--- config.mk ---
export PLATFORM = sky130hd
export DESIGN_NAME = async_bridge_mc
export DESIGN_NICKNAME = d
export VERILOG_FILES = /design/src/rtl/async_bridge_mc.sv
export SDC_FILE = /design/constraint.sdc
export NUM_CORES = 2
export LEC_CHECK = 0
export CAP_MARGIN = 20
export CORE_AREA = 4 4 649 651
export CTS_BUF_LIST = sky130_fd_sc_hd__clkbuf_8
export DETAILED_ROUTE_END_ITERATION = 16
export DIE_AREA = 0 0 653 655
export GPL_TIMING_DRIVEN = 0
export PLACE_DENSITY = 0.36
export SETUP_SLACK_MARGIN = 0.15
export SYNTH_ARGS = -nofsm -noshare
export SYNTH_HDL_FRONTEND = slang
export SYNTH_SLANG_ARGS = --single-unit
--- constraint.sdc ---
create_clock -name i_clk -period 25.5 [get_ports i_clk]
set_input_delay 3.825 -clock i_clk [delete_from_list [all_inputs] [get_ports i_clk]]
set_output_delay 3.825 -clock i_clk [all_outputs]
set_load 0.02 [all_outputs]
--- src/rtl/async_bridge_mc.sv ---
// async_bridge_mc: synchronises NCH 2-phase click-domain requests into the AXI clock domain,
// arbitrates them round-robin onto one start/done command port and returns a 2-phase ack
// with read data per channel.
// Optional feature: define TIMEOUT_EN to add a WAIT-state watchdog of TIMEOUT_CYCLES cycles
// that acks the channel with async_err set when the AXI side never answers.
module async_bridge_mc #(
    parameter int unsigned NCH            = 2,
    parameter int unsigned ADDR_W         = 32,
    parameter int unsigned DATA_W         = 256,
    parameter int unsigned SYNC_STAGES    = 2,
    parameter int unsigned TIMEOUT_CYCLES = 1024
) (
    input  logic                  i_clk,
    input  logic                  i_rst,
    input  logic [NCH-1:0]        i_async_req,
    input  logic [NCH-1:0]        i_async_wr,
    input  logic [NCH*ADDR_W-1:0] i_async_addr,
    input  logic [NCH*DATA_W-1:0] i_async_wdata,
    output logic [NCH-1:0]        o_async_ack,
    output logic [NCH*DATA_W-1:0] o_async_rdata,
    output logic [NCH-1:0]        o_async_err,
    output logic                  o_synced_wr_start,
    output logic [ADDR_W-1:0]     o_synced_wr_addr,
    output logic [DATA_W-1:0]     o_synced_wr_data,
    input  logic                  i_axi_wr_done,
    output logic                  o_synced_rd_start,
    output logic [ADDR_W-1:0]     o_synced_rd_addr,
    input  logic                  i_axi_rd_done,
    input  logic [DATA_W-1:0]     i_axi_rd_data,
    output logic                  o_busy
);

    localparam int unsigned GW = (NCH > 1) ? $clog2(NCH) : 1;

    // Reject parameter values the design was never meant to handle.
    if (NCH < 1 || NCH > 8) begin : g_bad_nch
        $error("async_bridge_mc: NCH must be 1..8");
    end
    if (SYNC_STAGES < 2 || SYNC_STAGES > 4) begin : g_bad_sync
        $error("async_bridge_mc: SYNC_STAGES must be 2..4");
    end
    if (TIMEOUT_CYCLES < 1) begin : g_bad_tmo
        $error("async_bridge_mc: TIMEOUT_CYCLES must be at least 1");
    end

    typedef enum logic [1:0] {StIdle, StIssue, StWait, StAck} state_e;

    state_e                          r_state;
    state_e                          w_state_d;
    logic [SYNC_STAGES-1:0][NCH-1:0] r_sync;
    logic [NCH-1:0]                  w_req_s;
    logic [NCH-1:0]                  w_pend;
    logic [GW-1:0]                   w_pick;
    logic                            w_grant_en;
    logic                            w_done_en;
    logic [NCH-1:0][ADDR_W-1:0]      w_addr_arr;
    logic [NCH-1:0][DATA_W-1:0]      w_wdata_arr;
    logic [NCH-1:0][DATA_W-1:0]      r_rdata;
    logic [NCH-1:0]                  r_ack;
    logic [GW-1:0]                   r_grant;
    logic [GW-1:0]                   r_last;
    logic                            r_wr;
    logic [ADDR_W-1:0]               r_addr;
    logic [DATA_W-1:0]               r_wdata;
    logic                            r_wr_start;
    logic                            r_rd_start;

    // Nearest pending channel after 'last' in circular order; 'last' itself is searched last.
    function automatic logic [GW-1:0] rr_pick(input logic [NCH-1:0] pend,
                                              input logic [GW-1:0]  last);
        logic [GW-1:0] pick;
        int unsigned   idx;
        pick = last;
        // Walk from the farthest offset to the nearest so the nearest pending one wins.
        for (int unsigned off = NCH; off >= 1; off--) begin
            idx = (32'(last) + off) % NCH;
            if (pend[idx]) pick = GW'(idx);
        end
        return pick;
    endfunction

    assign w_addr_arr  = i_async_addr;
    assign w_wdata_arr = i_async_wdata;
    assign w_req_s     = r_sync[SYNC_STAGES-1];
    assign w_pend      = w_req_s ^ r_ack;
    assign w_pick      = rr_pick(w_pend, r_last);

    // Request synchronisers: only the req lines cross; bundled data is sampled after them.
    always_ff @(posedge i_clk or posedge i_rst) begin
        if (i_rst) begin
            r_sync <= '0;
        end else begin
            r_sync[0] <= i_async_req;
            for (int s = 1; s < int'(SYNC_STAGES); s++) begin
                r_sync[s] <= r_sync[s-1];
            end
        end
    end

`ifdef TIMEOUT_EN
    localparam int unsigned TW = $clog2(TIMEOUT_CYCLES + 1);
    logic [TW-1:0]  r_tmo_cnt;
    logic           w_tmo_en;
    logic [NCH-1:0] r_err;
`endif

    // FSM state register.
    always_ff @(posedge i_clk or posedge i_rst) begin
        if (i_rst) begin
            r_state <= StIdle;
        end else begin
            r_state <= w_state_d;
        end
    end

    // FSM next state and per-state control strobes.
    always_comb begin
        w_state_d  = r_state;
        w_grant_en = 1'b0;
        w_done_en  = 1'b0;
`ifdef TIMEOUT_EN
        w_tmo_en   = 1'b0;
`endif
        unique case (r_state)
            StIdle: begin
                if (|w_pend) begin
                    w_grant_en = 1'b1;
                    w_state_d  = StIssue;
                end
            end
            StIssue: begin
                w_state_d = StWait;
            end
            StWait: begin
                // Only the done matching the latched direction counts.
                if (r_wr ? i_axi_wr_done : i_axi_rd_done) begin
                    w_done_en = 1'b1;
                    w_state_d = StAck;
                end
`ifdef TIMEOUT_EN
                else if (r_tmo_cnt == TW'(TIMEOUT_CYCLES - 1)) begin
                    w_tmo_en  = 1'b1;
                    w_state_d = StAck;
                end
`endif
            end
            StAck: begin
                w_state_d = StIdle;
            end
            default: begin
                w_state_d = StIdle;
            end
        endcase
    end

    // Grant latch, start pulses, read-data capture and 2-phase ack toggling.
    always_ff @(posedge i_clk or posedge i_rst) begin
        if (i_rst) begin
            r_grant    <= '0;
            r_last     <= GW'(NCH - 1);
            r_wr       <= 1'b0;
            r_addr     <= '0;
            r_wdata    <= '0;
            r_wr_start <= 1'b0;
            r_rd_start <= 1'b0;
            r_rdata    <= '0;
            r_ack      <= '0;
        end else begin
            r_wr_start <= (r_state == StIssue) && r_wr;
            r_rd_start <= (r_state == StIssue) && !r_wr;
            if (w_grant_en) begin
                r_grant <= w_pick;
                r_wr    <= i_async_wr[w_pick];
                r_addr  <= w_addr_arr[w_pick];
                r_wdata <= w_wdata_arr[w_pick];
            end
            if (w_done_en && !r_wr) begin
                r_rdata[r_grant] <= i_axi_rd_data;
            end
            if (r_state == StAck) begin
                r_ack[r_grant] <= ~r_ack[r_grant];
                r_last         <= r_grant;
            end
        end
    end

`ifdef TIMEOUT_EN
    // Watchdog: cleared on the way into WAIT, counts every WAIT cycle; error flag per channel.
    always_ff @(posedge i_clk or posedge i_rst) begin
        if (i_rst) begin
            r_tmo_cnt <= '0;
            r_err     <= '0;
        end else begin
            if (r_state == StIssue) begin
                r_tmo_cnt <= '0;
            end else if (r_state == StWait) begin
                r_tmo_cnt <= r_tmo_cnt + 1'b1;
            end
            if (w_done_en) begin
                r_err[r_grant] <= 1'b0;
            end else if (w_tmo_en) begin
                r_err[r_grant] <= 1'b1;
            end
        end
    end

    assign o_async_err = r_err;
`else
    assign o_async_err = '0;
`endif

    assign o_async_ack       = r_ack;
    assign o_async_rdata     = r_rdata;
    assign o_synced_wr_start = r_wr_start;
    assign o_synced_rd_start = r_rd_start;
    assign o_synced_wr_addr  = r_addr;
    assign o_synced_rd_addr  = r_addr;
    assign o_synced_wr_data  = r_wdata;
    assign o_busy            = (r_state != StIdle);

endmodule
### Signal wires on met1

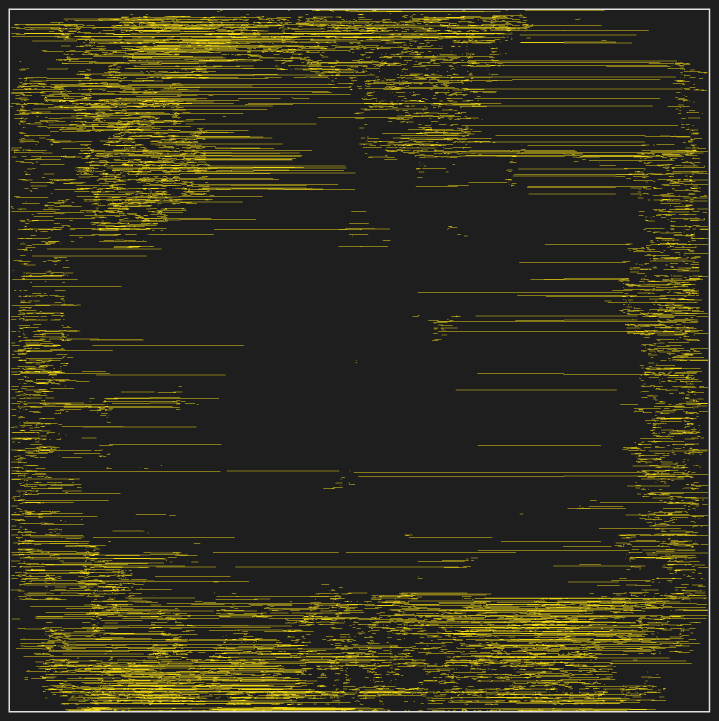
wire length on this layer	104 mm
longest straight run	385 um
nets with wire on the layer	4749

### Register map, names as in the netlist

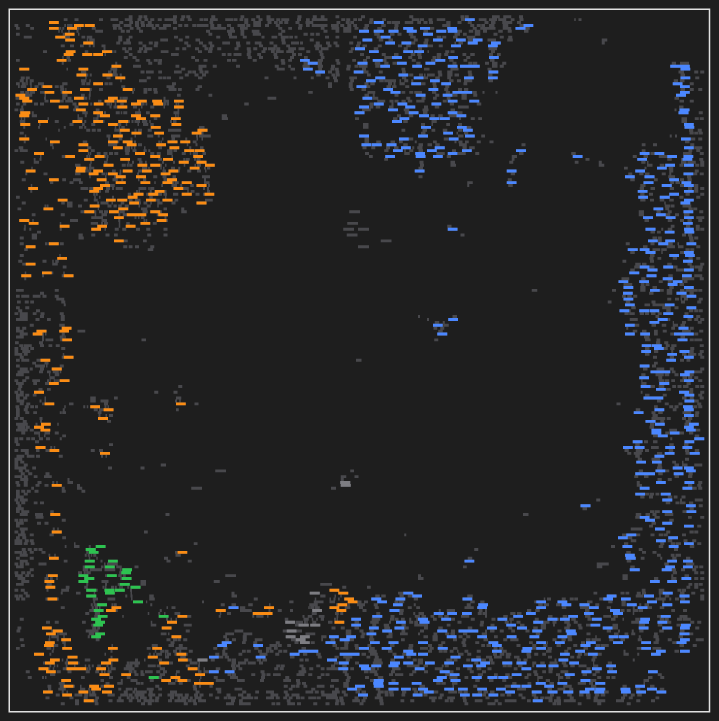
color	netlist name	sequential cells
orange	`o_synced_wr_data`	256
green	`o_synced_rd_addr`	32
blue	`o_async_rdata`	512
not colored	13
Reg area: 20350 um2
flop share of the area: 0.3303
Finished Core Util: 0.1483
Seq power: 0.00238 W

### Routing congestion

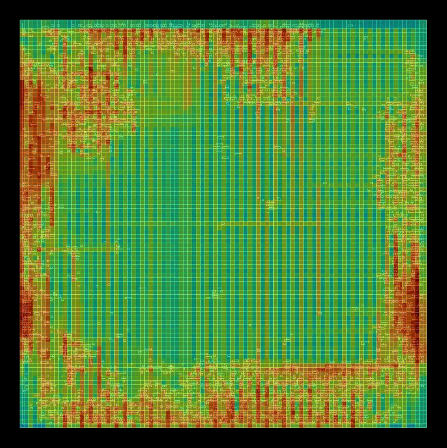
met1 usage: 0.1368
GRT met3 Usage: 0.06869
GRT Overall Usage: 0.1410

### Wires at chosen ports, followed through buffers

Scale bar: 200 um.
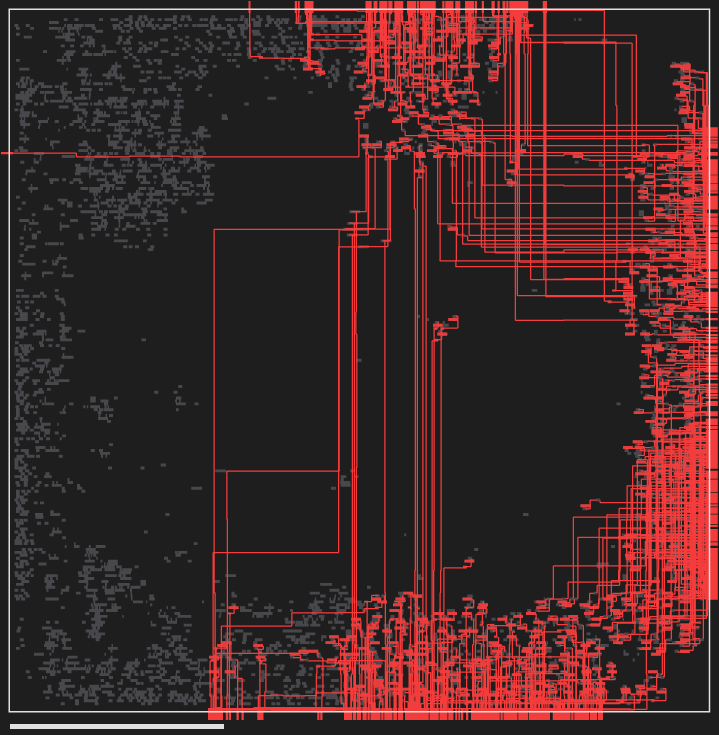
color	port	direction	end cells	buffers	wire
red	`o_async_rdata`	output	512	519	59.1 mm

### Clock network drawn from the DEF

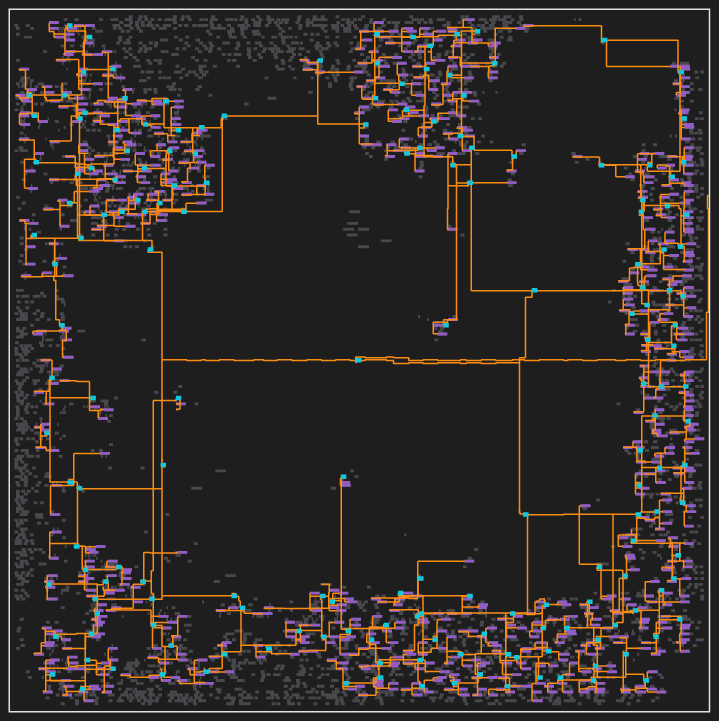
[cyan] cells driving clock nets | count: 178
[purple] flip-flops | count: 813
[orange] clock wires | length: 18600 um
routed clock nets	179
flops lie	widely spread

## placed cells by master (no fill, tap or decap), drive strengths merged, types with 2 or more instances in the layout
| cell type | count |
|---|---|
| ha | 5 |
| buf | 211 |
| mux2 | 513 |
| conb | 2 |
| mux2i | 290 |
| nand2 | 292 |
| diode | 46 |
| dfrtp | 812 |
| xnor2 | 3 |
| bufinv | 5 |
| clkinv | 18 |
| clkdlybuf4s50 | 1676 |
| o21ai | 294 |
| clkinvlp | 13 |
| xor2 | 2 |
| clkbuf | 259 |
| inv | 61 |
## final timing paths
path                                       from              endpoint  slack [ns]
hold reg to reg                       r_sync[1]            w_req_s[1]        0.35
min in group asynchronous                 i_rst     o_async_rdata[30]        3.26
max in group asynchronous                 i_rst    o_async_rdata[151]       19.57
setup / recovery           o_synced_wr_data[50]  o_synced_wr_data[50]       19.12
hold / removal                        r_sync[1]            w_req_s[1]        0.35
setup reg to reg                     r_state[0]    o_async_rdata[124]       22.16
## per-stage QoR
step,instances,utilization,hold WS [ns],instance area (um2)
4_1_cts,9962,0.1480,0.3546,61480
3_5_place_dp,9645,0.1390,0.3411,57770
5_1_grt,9991,0.1482,0.3660,61550
2_1_floorplan,2414,-,0.3312,32970
6_report,10008,0.1483,0.3506,61590
3_3_place_gp,9587,0.1363,0.3370,56620
## sequential cells by signal (all words and copies together) (netlist names)
signal	count
r_wr	1
r_last	1
r_grant	1
o_async_rdata	512
r_state	2
o_synced_rd_start	1
o_synced_rd_addr	32
o_synced_wr_start	1
r_sync	2
w_req_s	2
o_async_ack	2
o_synced_wr_data	256
## power breakdown
group          switching [W]  total, W  internal (W)
logic                0.00331   0.00541       0.00209
clock network       0.000713   0.00156      0.000851
registers           0.000440   0.00238       0.00194
==> flow_metrics.env <==
# source this file to load flow results
export IMPL_status="finished, final reports clean"
export IMPL_cts_tree="yes"
export IMPL_nNonClkInverters=6
export IMPL_dr_wl_met2_um=161700
export IMPL_wirelength_um=314900
export IMPL_whs_path_depth=0
export IMPL_portBuffers=1676
export IMPL_xor_area_frac=0.001556
export IMPL_fillers=46470
export IMPL_critPathCaptureType="primary output"
export IMPL_p_per_area_nw_per_um2=151.8
export IMPL_worst_path_max_delay_cell="clkdlybuf4s50_1"
export IMPL_nWellTaps=5497
export IMPL_hold_viol=0
export IMPL_fin_crit_sh=0.2501
export IMPL_synth_top_flop_cell="dfrtp_1"
export IMPL_crit_arrival_ns=2.55
export IMPL_final_nonclk_buf_share=0.3085
export IMPL_routed_top_layer="met5"
export IMPL_synthMostInstantiatedCell="dfrtp_1"
export IMPL_critical_path_depth=1
export IMPL_postRouteAntennaNets=0
export IMPL_min_period_ns=6.377
export IMPL_ys_types=26
export IMPL_die_h_um=655
export IMPL_adder_share=0.001898
export IMPL_rows=237
export IMPL_fp_util=0.07934
export IMPL_syn_avg_cell_area_um2=13.66
export IMPL_numSynthFlops=813
export IMPL_cp_cell_sequence="clkdlybuf4s50_1"
export IMPL_worst_pin_slew_ns=1.256
export IMPL_fmax_mhz=156.8
export IMPL_edf_count=0
export IMPL_ctsRootBufferMaster="clkbuf_8"
export IMPL_report_final_slew_viol_count=0
export IMPL_seq_area_frac_synth=0.6173
export IMPL_ys_area_um2=32960
export IMPL_chip_area_um2=427700
export IMPL_startpoint_type="flop"
export IMPL_setup_viol=0
export IMPL_use_met2=0.2557
export IMPL_nClkBuffers=226
export IMPL_wl_per_cell_um=31.46
export IMPL_cts_resized=0
export IMPL_rsz0062_at_grt="no"
export IMPL_dp_hpwl_um=278600
export IMPL_drt_initial_drc_count=1340
export IMPL_wl_met1_um=103800
export IMPL_ir_worst_vdd_mv=0.05194
export IMPL_clk_share=0.06029
export IMPL_area_growth_syn_to_layout_pct=86.87
export IMPL_io_pins=1679
export IMPL_cp_top_family="buffers and inverters"
export IMPL_final_layout_size_suffix_gt1_frac=0.2260
export IMPL_comb_multi_input_count=1409
export IMPL_holdBufCountCts=0
export IMPL_synthMuxAreaShare=0.2633
export IMPL_netlist_top_cells_area="dfrtp_1 62%, mux2_2 18%, mux2i_1 8.8%"
export IMPL_finalClockSkew_ns=0.1600
export IMPL_slew_headroom=0.1461
export IMPL_first_global_vias=30994
export IMPL_ys_cells=2413
export IMPL_routabilityCongestion=0.9378
export IMPL_p_leak_nw=24.81
export IMPL_synthTopLogicFamily="multiplexers"
export IMPL_comb_area_frac=0.1869
export IMPL_wl_met3_um=35880
export IMPL_place_ws_ns=18.46
export IMPL_top_area_frac=0.6165
export IMPL_worstSkewPairLatency_ns=1.01
export IMPL_first_pass_iters=5
export IMPL_r2r_cells=7
export IMPL_ys_top_cells_by_count="812 x dfrtp_1, 513 x mux2_2, 292 x nand2_1"
export IMPL_grt_overflow=0
export IMPL_syn_cell_area_um2=32960
export IMPL_setup_slack_ns=19.12
export IMPL_combGateArea_um2=11510
export IMPL_required_ns=21.67
export IMPL_synth_async_sr_flop_share=1.000
export IMPL_grt_antenna_before_repair=108
export IMPL_core_area_um2=415400
export IMPL_clockBufferDepth=4
export IMPL_cp_max_fo=2
export IMPL_synthSimpleGateAreaFrac=0.03454
export IMPL_busiest_layer="met2"
export IMPL_ys_warn_count=0
export IMPL_antenna_cells=46
export IMPL_h_tree_depth=4
export IMPL_synth_area_leader_cell="dfrtp_1"
export IMPL_via_count=28977
export IMPL_crit_type="flop to primary output"
export IMPL_setup_tns_ns=0
export IMPL_ff_count=813
export IMPL_nNonClkBuffers=1920
export IMPL_cts_buffers_inserted=178
export IMPL_warning_count=30
export IMPL_vias_per_cell=2.895
export IMPL_ys_sh_aoi=0.04529
export IMPL_max_stage_delay_ns=1.32
export IMPL_dominant_cells="sequential cells"
export IMPL_crit_buf_inv=1
export IMPL_die_w_um=653
export IMPL_grt_pass1_wl_um=382100
export IMPL_grt_max_degree=42
export IMPL_syn_inst=2413
export IMPL_cts_sinks=813
export IMPL_nets=5173
export IMPL_cts_setup_buffers=0
export IMPL_total_power_w=0.009351
export IMPL_drv_cap=0
export IMPL_holdCritPathClass="flop to flop"
export IMPL_drc_errors=0
export IMPL_cts_clk_slew_worst_paths_ns=0.06
Power is estimated from default activity; no workload was simulated.
